--- config.mk ---
export PLATFORM = sky130hd
export DESIGN_NAME = vend_controller
export DESIGN_NICKNAME = d
export VERILOG_FILES = /design/src/rtl/vend_pkg.sv /design/src/rtl/vend_item_table.sv /design/src/rtl/vend_controller.sv
export SDC_FILE = /design/constraint.sdc
export NUM_CORES = 1
export LEC_CHECK = 0
export ABC_CLOCK_PERIOD_IN_PS = 6630
export CORE_MARGIN = 5
export CORE_UTILIZATION = 40
export CTS_CLUSTER_SIZE = 28
export DETAILED_ROUTE_END_ITERATION = 8
export MAX_ROUTING_LAYER = met4
export PLACE_DENSITY = 0.65
export SKIP_LAST_GASP = 1
export SYNTH_ARGS = -nofsm -noshare
export SYNTH_HDL_FRONTEND = slang
export SYNTH_HIERARCHICAL = 1
export SYNTH_SLANG_ARGS = --single-unit
--- constraint.sdc ---
create_clock -name clk -period 6.63 [get_ports clk]
set_input_delay 1.326 -clock clk [delete_from_list [all_inputs] [get_ports clk]]
set_output_delay 1.326 -clock clk [all_outputs]
set_load 0.1 [all_outputs]
--- src/rtl/vend_pkg.sv ---
// Shared types and default sizing for the vending controller slice.
package vend_pkg;

   localparam int NUM_ITEMS_DEF          = 4;
   localparam int CURRENCY_WIDTH_DEF     = 8;
   localparam int TOTAL_AMOUNT_WIDTH_DEF = 15;
   localparam int TIMEOUT_CYCLES_DEF     = 1000;
   localparam int STOCK_WIDTH            = 8;

   // Controller states; exported unchanged on the state_dbg port.
   typedef enum logic [2:0] {
      S_IDLE     = 3'd0,
      S_COLLECT  = 3'd1,
      S_CHECK    = 3'd2,
      S_DISPENSE = 3'd3,
      S_REFUND   = 3'd4
   } vend_state_t;

   // Index width for a table of n slots; a single slot still gets one bit.
   function automatic int idx_width(input int n);
      return (n > 1) ? $clog2(n) : 1;
   endfunction

endpackage

--- src/rtl/vend_item_table.sv ---
// Price and stock storage: one write port, one decrement port, one
// asynchronous read port.
module vend_item_table
   import vend_pkg::*;
#(
   parameter int NUM_ITEMS      = NUM_ITEMS_DEF,
   parameter int CURRENCY_WIDTH = CURRENCY_WIDTH_DEF,
   localparam int IDX_W         = idx_width(NUM_ITEMS)
) (
   input  logic                      clk,
   input  logic                      rst,
   input  logic                      cfg_wr_en,
   input  logic [IDX_W-1:0]          cfg_idx,
   input  logic [CURRENCY_WIDTH-1:0] cfg_price,
   input  logic [STOCK_WIDTH-1:0]    cfg_stock,
   input  logic                      dec_en,
   input  logic [IDX_W-1:0]          dec_idx,
   input  logic [IDX_W-1:0]          rd_idx,
   output logic [CURRENCY_WIDTH-1:0] rd_price,
   output logic [STOCK_WIDTH-1:0]    rd_stock
);

   logic [CURRENCY_WIDTH-1:0] price_q [NUM_ITEMS];
   logic [STOCK_WIDTH-1:0]    stock_q [NUM_ITEMS];

   // Table update: a decrement never wraps below zero; a config write
   // replaces both fields of its slot.
   always_ff @(posedge clk) begin
      if (rst) begin
         for (int i = 0; i < NUM_ITEMS; i++) begin
            price_q[i] <= '0;
            stock_q[i] <= '0;
         end
      end else begin
         if (dec_en && (int'(dec_idx) < NUM_ITEMS) && (stock_q[dec_idx] != '0)) begin
            stock_q[dec_idx] <= stock_q[dec_idx] - STOCK_WIDTH'(1);
         end
         if (cfg_wr_en && (int'(cfg_idx) < NUM_ITEMS)) begin
            price_q[cfg_idx] <= cfg_price;
            stock_q[cfg_idx] <= cfg_stock;
         end
      end
   end

   // Combinational read; an out-of-range index reads as an empty, free slot.
   always_comb begin
      rd_price = '0;
      rd_stock = '0;
      if (int'(rd_idx) < NUM_ITEMS) begin
         rd_price = price_q[rd_idx];
         rd_stock = stock_q[rd_idx];
      end
   end

endmodule

--- src/rtl/vend_controller.sv ---
// Vending controller: collects credit from the coin accumulator, checks a
// selection against the item table, dispenses with change or refunds.
// Every output pulse (item_valid, change_valid, clear_acc, sold_out,
// insufficient) is a single-cycle strobe with no back-pressure: the consumer
// must take it in the cycle it is high. All outputs are registered, so the
// pulses belonging to DISPENSE/REFUND appear in the cycle after that state.
module vend_controller
   import vend_pkg::*;
#(
   parameter int NUM_ITEMS          = NUM_ITEMS_DEF,
   parameter int CURRENCY_WIDTH     = CURRENCY_WIDTH_DEF,
   parameter int TOTAL_AMOUNT_WIDTH = TOTAL_AMOUNT_WIDTH_DEF,
   parameter int TIMEOUT_CYCLES     = TIMEOUT_CYCLES_DEF,
   localparam int IDX_W             = idx_width(NUM_ITEMS)
) (
   input  logic                          clk,
   input  logic                          rst,
   input  logic [TOTAL_AMOUNT_WIDTH-1:0] total_amount,
   input  logic                          currency_done,
   input  logic                          item_sel_valid,
   input  logic [IDX_W-1:0]              item_sel_idx,
   input  logic                          cancel,
   input  logic                          cfg_wr_en,
   input  logic [IDX_W-1:0]              cfg_idx,
   input  logic [CURRENCY_WIDTH-1:0]     cfg_price,
   input  logic [STOCK_WIDTH-1:0]        cfg_stock,
   output logic                          clear_acc,
   output logic                          item_valid,
   output logic [IDX_W-1:0]              item_out,
   output logic                          change_valid,
   output logic [TOTAL_AMOUNT_WIDTH-1:0] change_out,
   output logic                          sold_out,
   output logic                          insufficient,
   output logic                          busy,
   output vend_state_t                   state_dbg
);

   localparam int TIMER_W = $clog2(TIMEOUT_CYCLES + 1);
   localparam logic [TIMER_W-1:0] TIMER_LAST = TIMER_W'(TIMEOUT_CYCLES - 1);

   vend_state_t               state;
   logic [TIMER_W-1:0]        timer;
   logic [IDX_W-1:0]          sel_idx;
   logic [CURRENCY_WIDTH-1:0] rd_price;
   logic [STOCK_WIDTH-1:0]    rd_stock;
   logic                      tbl_wr_en;
   logic                      dec_en;
   logic [TOTAL_AMOUNT_WIDTH-1:0] price_ext;

   // Configuration is only accepted while no transaction is in flight.
   assign tbl_wr_en = cfg_wr_en && (state == S_IDLE);
   // The decrement lands on the edge that leaves DISPENSE; rst wins inside the table.
   assign dec_en    = (state == S_DISPENSE);
   assign price_ext = TOTAL_AMOUNT_WIDTH'(rd_price);
   assign state_dbg = state;

   vend_item_table #(
      .NUM_ITEMS      (NUM_ITEMS),
      .CURRENCY_WIDTH (CURRENCY_WIDTH)
   ) u_item_table (
      .clk       (clk),
      .rst       (rst),
      .cfg_wr_en (tbl_wr_en),
      .cfg_idx   (cfg_idx),
      .cfg_price (cfg_price),
      .cfg_stock (cfg_stock),
      .dec_en    (dec_en),
      .dec_idx   (sel_idx),
      .rd_idx    (sel_idx),
      .rd_price  (rd_price),
      .rd_stock  (rd_stock)
   );

   // Transaction FSM with registered pulse outputs and the idle timeout timer.
   always_ff @(posedge clk) begin
      if (rst) begin
         state        <= S_IDLE;
         timer        <= '0;
         sel_idx      <= '0;
         busy         <= 1'b0;
         clear_acc    <= 1'b0;
         item_valid   <= 1'b0;
         item_out     <= '0;
         change_valid <= 1'b0;
         change_out   <= '0;
         sold_out     <= 1'b0;
         insufficient <= 1'b0;
      end else begin
         clear_acc    <= 1'b0;
         item_valid   <= 1'b0;
         item_out     <= '0;
         change_valid <= 1'b0;
         change_out   <= '0;
         sold_out     <= 1'b0;
         insufficient <= 1'b0;
         case (state)
            S_IDLE: begin
               if (currency_done) begin
                  state <= S_COLLECT;
                  busy  <= 1'b1;
                  timer <= '0;
               end
            end
            S_COLLECT: begin
               // cancel beats a same-cycle selection; a coin restarts the window.
               if (cancel) begin
                  state <= S_REFUND;
               end else if (item_sel_valid) begin
                  state   <= S_CHECK;
                  sel_idx <= item_sel_idx;
               end else if (currency_done) begin
                  timer <= '0;
               end else if (timer == TIMER_LAST) begin
                  state <= S_REFUND;
               end else begin
                  timer <= timer + TIMER_W'(1);
               end
            end
            S_CHECK: begin
               if (rd_stock == '0) begin
                  sold_out <= 1'b1;
                  state    <= S_COLLECT;
                  timer    <= '0;
               end else if (total_amount < price_ext) begin
                  insufficient <= 1'b1;
                  state        <= S_COLLECT;
                  timer        <= '0;
               end else begin
                  state <= S_DISPENSE;
               end
            end
            S_DISPENSE: begin
               item_valid   <= 1'b1;
               item_out     <= sel_idx;
               clear_acc    <= 1'b1;
               change_valid <= 1'b1;
               change_out   <= total_amount - price_ext;
               state        <= S_IDLE;
               busy         <= 1'b0;
            end
            S_REFUND: begin
               clear_acc    <= 1'b1;
               change_valid <= 1'b1;
               change_out   <= total_amount;
               state        <= S_IDLE;
               busy         <= 1'b0;
            end
            default: begin
               state <= S_IDLE;
               busy  <= 1'b0;
            end
         endcase
      end
   end

endmodule

run_1/layer_met1.png
Drawn at 4 px/µm.
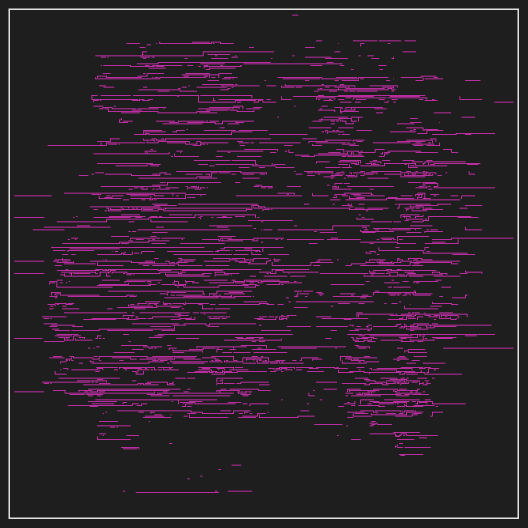
nets with wire on the layer: 549
longest straight run: 38.2 µm
wire length on this layer: 6200 µm
main direction: horizontal

run_1/detail.png
Window x 19 to 44, y 83 to 108 µm. Cells in gray, sequential cells in the stronger gray; small squares are vias.
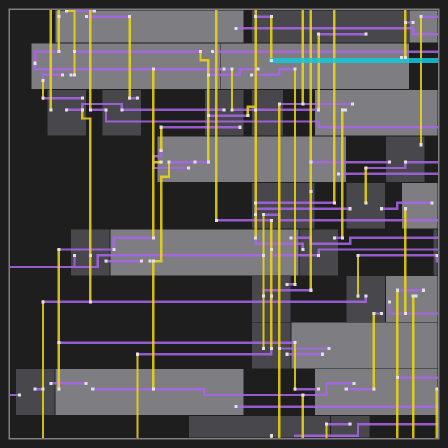
[cyan] metal 3
[yellow] metal 2
[purple] metal 1
netlist names of flops here include: `u_item_table/price_q` (9)
sequential cells in the window: 9
most frequent: and2_1 (11), edfxtp_1 (9)
cells with their middle in the window: 23

==> results.ini, run 1 <==
[die]
dieHeight_um = 127
core_area_um2 = 13300
ios = 67
die_x_um = 127
die_area_um2 = 16100
initCoreUtil = 0.411
rows = 42

[clock_network]
ctsHoldBuffers = 0
post_cts_resized = 0
clock_sinks = 101
cts_root_buffer = clkbuf_16
post_cts_buffers = 0
htreeDepth = 3
clockBufferDepth = 2
clock_latency_ns = 0.36
cts_tree = done
clkTransAtPathRegs_ns = 0.06
cts_made_buffers = 9

[pwr]
p_clk_frac = 0.357
swShare = 0.270
leakagePower_nw = 2.30
seq_power_share = 0.499
power.density_nw_per_um2 = 216
internal-power_mw = 1.04
p_switching_mw = 0.383
irDropWorstVdd_v = 0.000148
total_power_mw = 1.42
pwr-share-comb = 0.144

[setup_path]
reg2reg_slack_ns = 3.04
crit_path_top_delay_cell = a2111oi_2
worstReg2RegStart = sel_idx[0]$_SDFFE_PP0P_
cp.required_ns = 6.92
cp_num_buf_inv = 3
worstPathArrival_ns = 3.98
worst-path-stages = 11
cp_max_fo = 6
reg2reg_to = change_out[14]$_SDFF_PP0_
endpoint = change_out[14]$_SDFF_PP0_
worst_path_most_repeated_cell = inv_1
crit_chain = clkdlybuf4s50_1 -> inv_1 -> ha_1 -> inv_1 -> fa_1 -> a21oi_1 -> o21ai_1 -> a2111oi_2 -> o21bai_1 -> or4_1 -> nand3_1
start_kind = input port
crit_path_start = total_amount[0]
path_delay_family = AND-OR/OR-AND gates
max_stage_delay_ns = 0.46
worstRegToRegCells = 10
path_class = in -> reg
crit_path_end_kind = register

[final_layout]
nets = 594
n_antenna_cell = 0
drive_gt1_frac = 0.136
area_delta_synth_final_pct = 20.1

[logic_synthesis]
yosysWarnings = 6
ys_sh_simple = 0.189
async_flop_share = 0
synth.largest_area_cell = edfxtp_1
synth_xor_xnor_area_share = 0.0176
ys_area_um2 = 5470
synth_nets = 536
synth_cells = 483
synth_cell_types = 73
synth_seq_share = 0.487
topCellsByArea = edfxtp_1 (35%), dfxtp_1 (14%), mux4_2 (8.2%), o31ai_1 (4.3%), nand2_1 (4.1%)
synth.cell_area_um2 = 5470
yosysTopAreaCellShare = 0.352
synth-edff-count = 64
ys_sh_adder = 0.0288
yosys-stat-cells = 483
mux_share = 0.108
synth-main-ff-cell = edfxtp_1
avgSynthCellArea_um2 = 11.3
logic_family = simple AND/OR/NAND/NOR gates
ys_ff = 101
ys_sh_aoi = 0.137

[hold_path]
hp-start = timer[9]$_SDFFE_PP0P_
worstHoldPathType = reg -> reg
whs_path_depth = 2
hold_end = timer[9]$_SDFFE_PP0P_

[final_timing]
slew_headroom = 0.344
clock_skew_ns = 0.0118
fin_setup_tns_ns = 0
period_needed_ns = 3.69
fmax_mhz = 271
finalSetupViolCount = 0
worstMarginPinSlew_ns = 0.980
rsz0062_at_grt = no
finalCritPeriodShare = 0.557
slew_viol_final = 0
hold_viol = 0

[route]
ant_nets = 0
wire_per_inst_um = 18.8
drt_iter0_drc = 450
vias_per_cell = 5.63
drt-pass1-iter-count = 5
drc = 0
vias = 4064
postRouteWirelength_mm = 13.6

[placement]
portBuffers = 66
gp_congestion = 0.845
hpwl_mm = 9.92

[outcome]
run_status = complete, no violations

[global_route]
grt_pass1_vias = 3920
grt_antenna_before_repair = 0
grt_first_pass_wirelength_mm = 21.5
grt_max_degree = 31
grt_remaining_overflow = 0

[job]
warning_count = 27
maxCapViolCount = 0

run_1/congestion.png
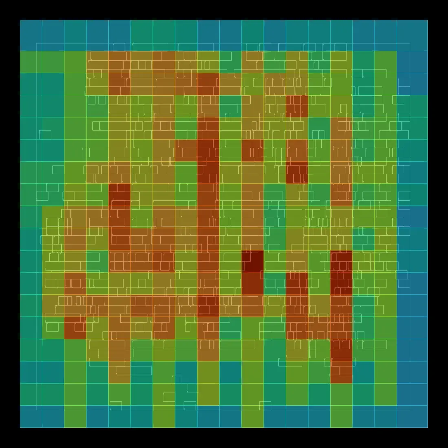
met1 Usage GRT: 0.231
total track usage: 0.175

-- run 1: area by class of cell --
type | count | area [µm²]
Timing Repair Buffer | 71 | 698
Fill cell | 1215 | 6730
Clock inverter | 6 | 51.3
Clock buffer | 10 | 229
Sequential cell | 101 | 2660
Multi-Input combinational cell | 342 | 2640
Tap cell | 176 | 220
Inverter | 16 | 60.1
-- run 1: state kept, by name, indices dropped and copies added (netlist names) --
register              count
timer                    10
busy                      1
u_item_table/stock_q     32
item_out                  2
change_out               15
sold_out                  1
state_dbg                 3
sel_idx                   2
change_valid              1
u_item_table/price_q     32
insufficient              1
item_valid                1
-- run 1: metrics by stage --
stage	util	area, µm²	setup slack (ns)	cells	hold slack [ns]
after floorplan	-	5470	3.17	483	0.443
final	0.494	6560	2.94	722	0.493
after global placement	0.473	6280	2.63	706	0.471
after CTS	0.494	6560	2.99	722	0.487
after global routing	0.494	6560	2.77	722	0.522
after detailed placement	0.473	6280	2.63	706	0.472
-- run 1: tightest hold or removal path: stages (launching register included) --
cell     delay, ns
dfxtp_1       0.33
o31ai_1       0.07
a21oi_1       0.05
-- run 1: cell usage in the layout (no fill, tap or decap), types with 6 or more instances in the layout --
master	instances
o21ai_0	13
o31ai_1	31
edfxtp_1	64
nor2_1	17
dfxtp_1	36
a21oi_1	15
or3_1	6
xor2_1	6
mux4_2	20
nand3_1	6
o211ai_1	6
inv_1	15
ha_1	11
clkbuf_16	9
nand2_1	60
nand2b_1	10
clkdlybuf4s50_1	66
and2_1	35
nor3_1	13
-- run 1: cell families after synthesis --
family / Yosys count
xor gates and xnor gates: 11
buffers and inverters: 40
AOI/OAI and AO/OA: 104
and+or+nand+nor: 188
muxes: 27
adders and majority gates: 12
DFF: 101
-- run 1: per-layer routing --
layer	track usage	vias to the layer above	wire length, µm
met5	-	-	0
met4	0.0379	0	130
met3	0.0479	9	762
met2	0.271	129	6510
met1	0.231	1982	6200
li1	-	1944	-
-- run 1: power by group through the flow --
stage / Clock, mW / Sequential (mW) / Combinational, mW
2_1_floorplan: 0 / 0.739 / 0.111
3_3_place_gp: 0 / 0.722 / 0.200
3_5_place_dp: 0 / 0.723 / 0.203
4_1_cts: 0.521 / 0.709 / 0.204
5_1_grt: 0.548 / 0.711 / 0.220
6_report: 0.506 / 0.709 / 0.205
-- run 1: synth_stat cells, drive strengths merged (3+ instances only) --
| cell | number |
|---|---|
| edfxtp | 64 |
| nand2 | 61 |
| dfxtp | 37 |
| and2 | 35 |
| o31ai | 33 |
| mux4 | 24 |
| nor2 | 18 |
| a21oi | 17 |
| o21ai | 17 |
| inv | 16 |
| nor3 | 15 |
| clkbuf | 14 |
| ha | 11 |
| nand2b | 11 |
| buf | 10 |
| and3 | 7 |
| a31oi | 6 |
| nand3 | 6 |
| nor4 | 6 |
| o211ai | 6 |
| or3 | 6 |
| xor2 | 6 |
| nand3b | 5 |
| xnor2 | 5 |
| nor2b | 4 |
| or2 | 4 |
| a21o | 3 |
| a22o | 3 |
| nor3b | 3 |
==> run 2: changes to the inputs <==
ABC_CLOCK_PERIOD_IN_PS = 3700   (was 6630)
clock period = 3.7 ns   (was 6.63 ns; I/O delays follow)
==> run 2 against run 1 <==
Critical path depth is the same. Critical endpoint unchanged. Global-route usage shrank 0.28 points. Largest power group unchanged. Power grew 79%. Routed wire length shrank 5.6%. Synthesized cell count is the same. First-iteration DRC count shrank 23%.
==> results.ini, run 2 <==
[outcome]
run_status = complete, no violations  ; unchanged

[final_layout]
final_cell_mix = clkdlybuf4s50_1 (65), edfxtp_1 (64), nand2_1 (60), dfxtp_1 (36), and2_1 (35)  ; was clkdlybuf4s50_1 (66), edfxtp_1 (64), nand2_1 (60), dfxtp_1 (36), and2_1 (35)
comb_area_um2 = 2640  ; unchanged
seqCellArea_um2 = 2660  ; unchanged
area_delta_synth_final_pct = 20.9  ; was 20.1%
nets = 598  ; was 594
top_regs = u_item_table/price_q (32), u_item_table/stock_q (32), change_out (15)  ; unchanged
drive_gt1_frac = 0.138  ; was 0.136
n_antenna_cell = 0  ; unchanged
final.fill_count = 1172  ; was 1215
lay_top_count = clkdlybuf4s50_1  ; unchanged

[final_timing]
worstMarginPinSlew_ns = 0.991  ; was 0.980 ns
hold_viol = 0  ; unchanged
fin_hold_ws_ns = 0.492  ; was 0.493 ns
fmax_mhz = 326
rsz0062_at_grt = no  ; unchanged
slew_headroom = 0.337  ; was 0.344
finalSetupViolCount = 0  ; unchanged
finalCritPeriodShare = 0.829
period_needed_ns = 3.07
fin_setup_tns_ns = 0  ; unchanged
clock_skew_ns = 0.00559  ; was 0.0118 ns
slew_viol_final = 0  ; unchanged

[placement]
hpwl_mm = 9.06  ; was 9.92 mm
gp_congestion = 0.832  ; was 0.845
portBuffers = 66  ; unchanged

[die]
die_x_um = 127  ; unchanged
core_area_um2 = 13300  ; unchanged
dieHeight_um = 127  ; unchanged
rows = 42  ; unchanged
ios = 67  ; unchanged
die_area_um2 = 16100  ; unchanged
initCoreUtil = 0.411  ; unchanged

[setup_path]
crit_path_top_delay_cell = a2111oi_2  ; unchanged
path_class = in -> reg  ; unchanged
worstPathArrival_ns = 3.36  ; was 3.98 ns
start_kind = input port  ; unchanged
cp.required_ns = 3.99  ; was 6.92 ns
worst-path-stages = 11  ; unchanged
worstRegToRegCells = 10  ; unchanged
cp_num_buf_inv = 3  ; unchanged
max_stage_delay_ns = 0.46  ; about the same
crit_path_end_kind = register  ; unchanged
crit_chain = clkdlybuf4s50_1 -> inv_1 -> ha_1 -> inv_1 -> fa_1 -> a21oi_1 -> o21ai_1 -> a2111oi_2 -> o21bai_1 -> or4_1 -> nand3_1  ; unchanged
cp_max_fo = 6  ; unchanged
path_delay_family = AND-OR/OR-AND gates  ; unchanged
worst_path_most_repeated_cell = inv_1  ; unchanged

[job]
maxCapViolCount = 0  ; unchanged
warning_count = 27  ; unchanged

[clock_network]
clock_latency_ns = 0.35  ; was 0.36 ns
clock_sinks = 101  ; unchanged
clkTransAtPathRegs_ns = 0.06  ; about the same
cts_made_buffers = 9  ; unchanged
post_cts_buffers = 0  ; unchanged
htreeDepth = 3  ; unchanged
ctsHoldBuffers = 0  ; unchanged
cts_root_buffer = clkbuf_16  ; unchanged
clockBufferDepth = 2  ; unchanged
post_cts_resized = 0  ; unchanged
cts_tree = done  ; unchanged

[logic_synthesis]
synth-main-ff-cell = edfxtp_1  ; unchanged
yosys-stat-cells = 483  ; unchanged
synth_nets = 536  ; unchanged
ys_area_um2 = 5470  ; unchanged
synth-edff-count = 64  ; unchanged
topCellsByArea = edfxtp_1 (35%), dfxtp_1 (14%), mux4_2 (8.2%), o31ai_1 (4.3%), nand2_1 (4.1%)  ; unchanged
synthMostInstantiatedCell = edfxtp_1  ; unchanged
ys_ff = 101  ; unchanged
async_flop_share = 0  ; unchanged
avgSynthCellArea_um2 = 11.3  ; unchanged
yosysWarnings = 6  ; unchanged
synth_cells = 483  ; unchanged
yosysTopAreaCellShare = 0.352  ; unchanged
synth_seq_share = 0.487  ; unchanged
synth.largest_area_cell = edfxtp_1  ; unchanged
synth_cell_types = 73  ; unchanged
synth.cell_area_um2 = 5470  ; unchanged
synthTopCellsByCount = edfxtp_1 (64), nand2_1 (60), dfxtp_1 (37), and2_1 (35), o31ai_1 (31)  ; unchanged

[global_route]
grt_antenna_before_repair = 0  ; unchanged
grt_first_pass_wirelength_mm = 21.3  ; was 21.5 mm
grt_max_degree = 25  ; was 31
grt_remaining_overflow = 0  ; unchanged
grt_pass1_vias = 4175  ; was 3920
grt_usage = 0.172  ; was 0.175

[route]
drt_iter0_drc = 346  ; was 450
ant_nets = 0  ; unchanged
vias_per_cell = 5.49  ; was 5.63
drc = 0  ; unchanged
drt-pass1-iter-count = 5  ; unchanged
vias = 3989  ; was 4064
wire_per_inst_um = 17.7  ; was 18.8 µm
postRouteWirelength_mm = 12.8  ; was 13.6 mm

[pwr]
power.density_nw_per_um2 = 385  ; was 216 nW/µm²
irDropWorstVdd_v = 0.000279  ; was 0.000148 V
leakagePower_nw = 2.32  ; was 2.30 nW
total_power_mw = 2.54  ; was 1.42 mW

[hold_path]
whs_path_depth = 2  ; unchanged
worstHoldPathType = reg -> reg  ; unchanged

==> run 2: area by class of cell <==
class                      instances  area share
clock inverter                     6     0.00815
tap                              176      0.0333
inverter                          16     0.00909
timing repair buffer              75       0.112
sequential                       101       0.403
clock buffer                      10      0.0347
multi-input combinational        342       0.400
==> run 2: path summary, 6_finish.rpt <==
| kind | from | slack (ns) | endpoint |
|---|---|---|---|
| hold / removal | timer[9]$_SDFFE_PP0P_ | 0.49 | timer[9]$_SDFFE_PP0P_ |
| hold reg to reg | timer[9]$_SDFFE_PP0P_ | 0.49 | timer[9]$_SDFFE_PP0P_ |
| setup / recovery | total_amount[0] | 0.63 | change_out[14]$_SDFF_PP0_ |
| setup reg to reg | sel_idx[1]$_SDFFE_PP0P_ | 0.66 | change_out[14]$_SDFF_PP0_ |
==> run 2: power by group <==
| group | leakage [nW] | total [mW] | switching, mW | internal, mW |
|---|---|---|---|---|
| registers | 0.969 | 1.26 | 0.0198 | 1.24 |
| logic | 1.22 | 0.364 | 0.218 | 0.146 |
| clock network | 0.131 | 0.913 | 0.398 | 0.516 |
| total | 2.32 | 2.54 | 0.635 | 1.91 |
==> run 2: worst reg2reg max path, stage by stage, from the launching register on <==
cell and delay [ns]:
dfxtp_1 0.56, mux4_2 0.29, ha_1 0.15, inv_1 0.05, fa_1 0.40, a21oi_1 0.21
o21ai_1 0.11, a2111oi_2 0.46, o21bai_1 0.23, or4_1 0.43, nand3_1 0.10
==> run 2: layer usage <==
metal  global-route usage  vias to the layer above  share of wire  routed length (µm)
met5                    -                        -              0                   0
met4               0.0397                        0         0.0091                 117
met3               0.0496                        7          0.060                 767
met2                0.284                      112           0.50                6420
met1                0.211                     1927           0.43                5530
li1                     -                     1943              -                   -
==> run 2: logic make-up (layout without fill, tap and decap cells) <==
family,count (synthesis),count (layout),synth area share
and+or+nand+nor,188,188,0.189
DFF,101,101,0.487
xor gates and xnor gates,11,11,0.0176
buffers and inverters,40,107,0.0325
muxes,27,27,0.108
AOI/OAI and AO/OA,104,104,0.137
adders and majority gates,12,12,0.0288
==> run 2: stage by stage <==
| step | instance area (µm²) | util | cells | setup WS (ns) |
|---|---|---|---|---|
| detailed placement | 6320 | 0.476 | 710 | 0.268 |
| global route | 6610 | 0.497 | 726 | 0.375 |
| global placement | 6320 | 0.476 | 710 | 0.308 |
| CTS | 6610 | 0.497 | 726 | 0.619 |
| finish | 6610 | 0.497 | 726 | 0.632 |
| floorplan | 5470 | - | 483 | 0.237 |
run_2/congestion.png
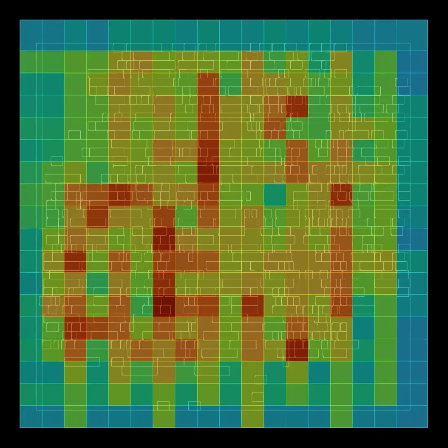
most used routing layer: met2
met3 Use GR: 0.0496
met2 Usage GRT: 0.284

run_2/sizes.png
Drawn at 3 px/µm.
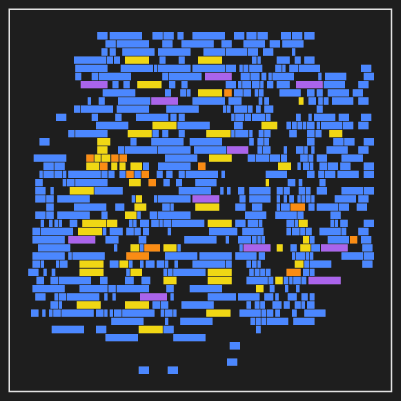
[yellow] _2 cells | cells: 51 | share: 9.3%
[purple] _6 and larger | cells: 11 | share: 2.0%
[orange] _3 and _4 cells | cells: 14 | share: 2.5%
[blue] _0 and _1 cells | cells: 474 | share: 86%

No activity file was given, so power comes from the tool's default toggle rates.
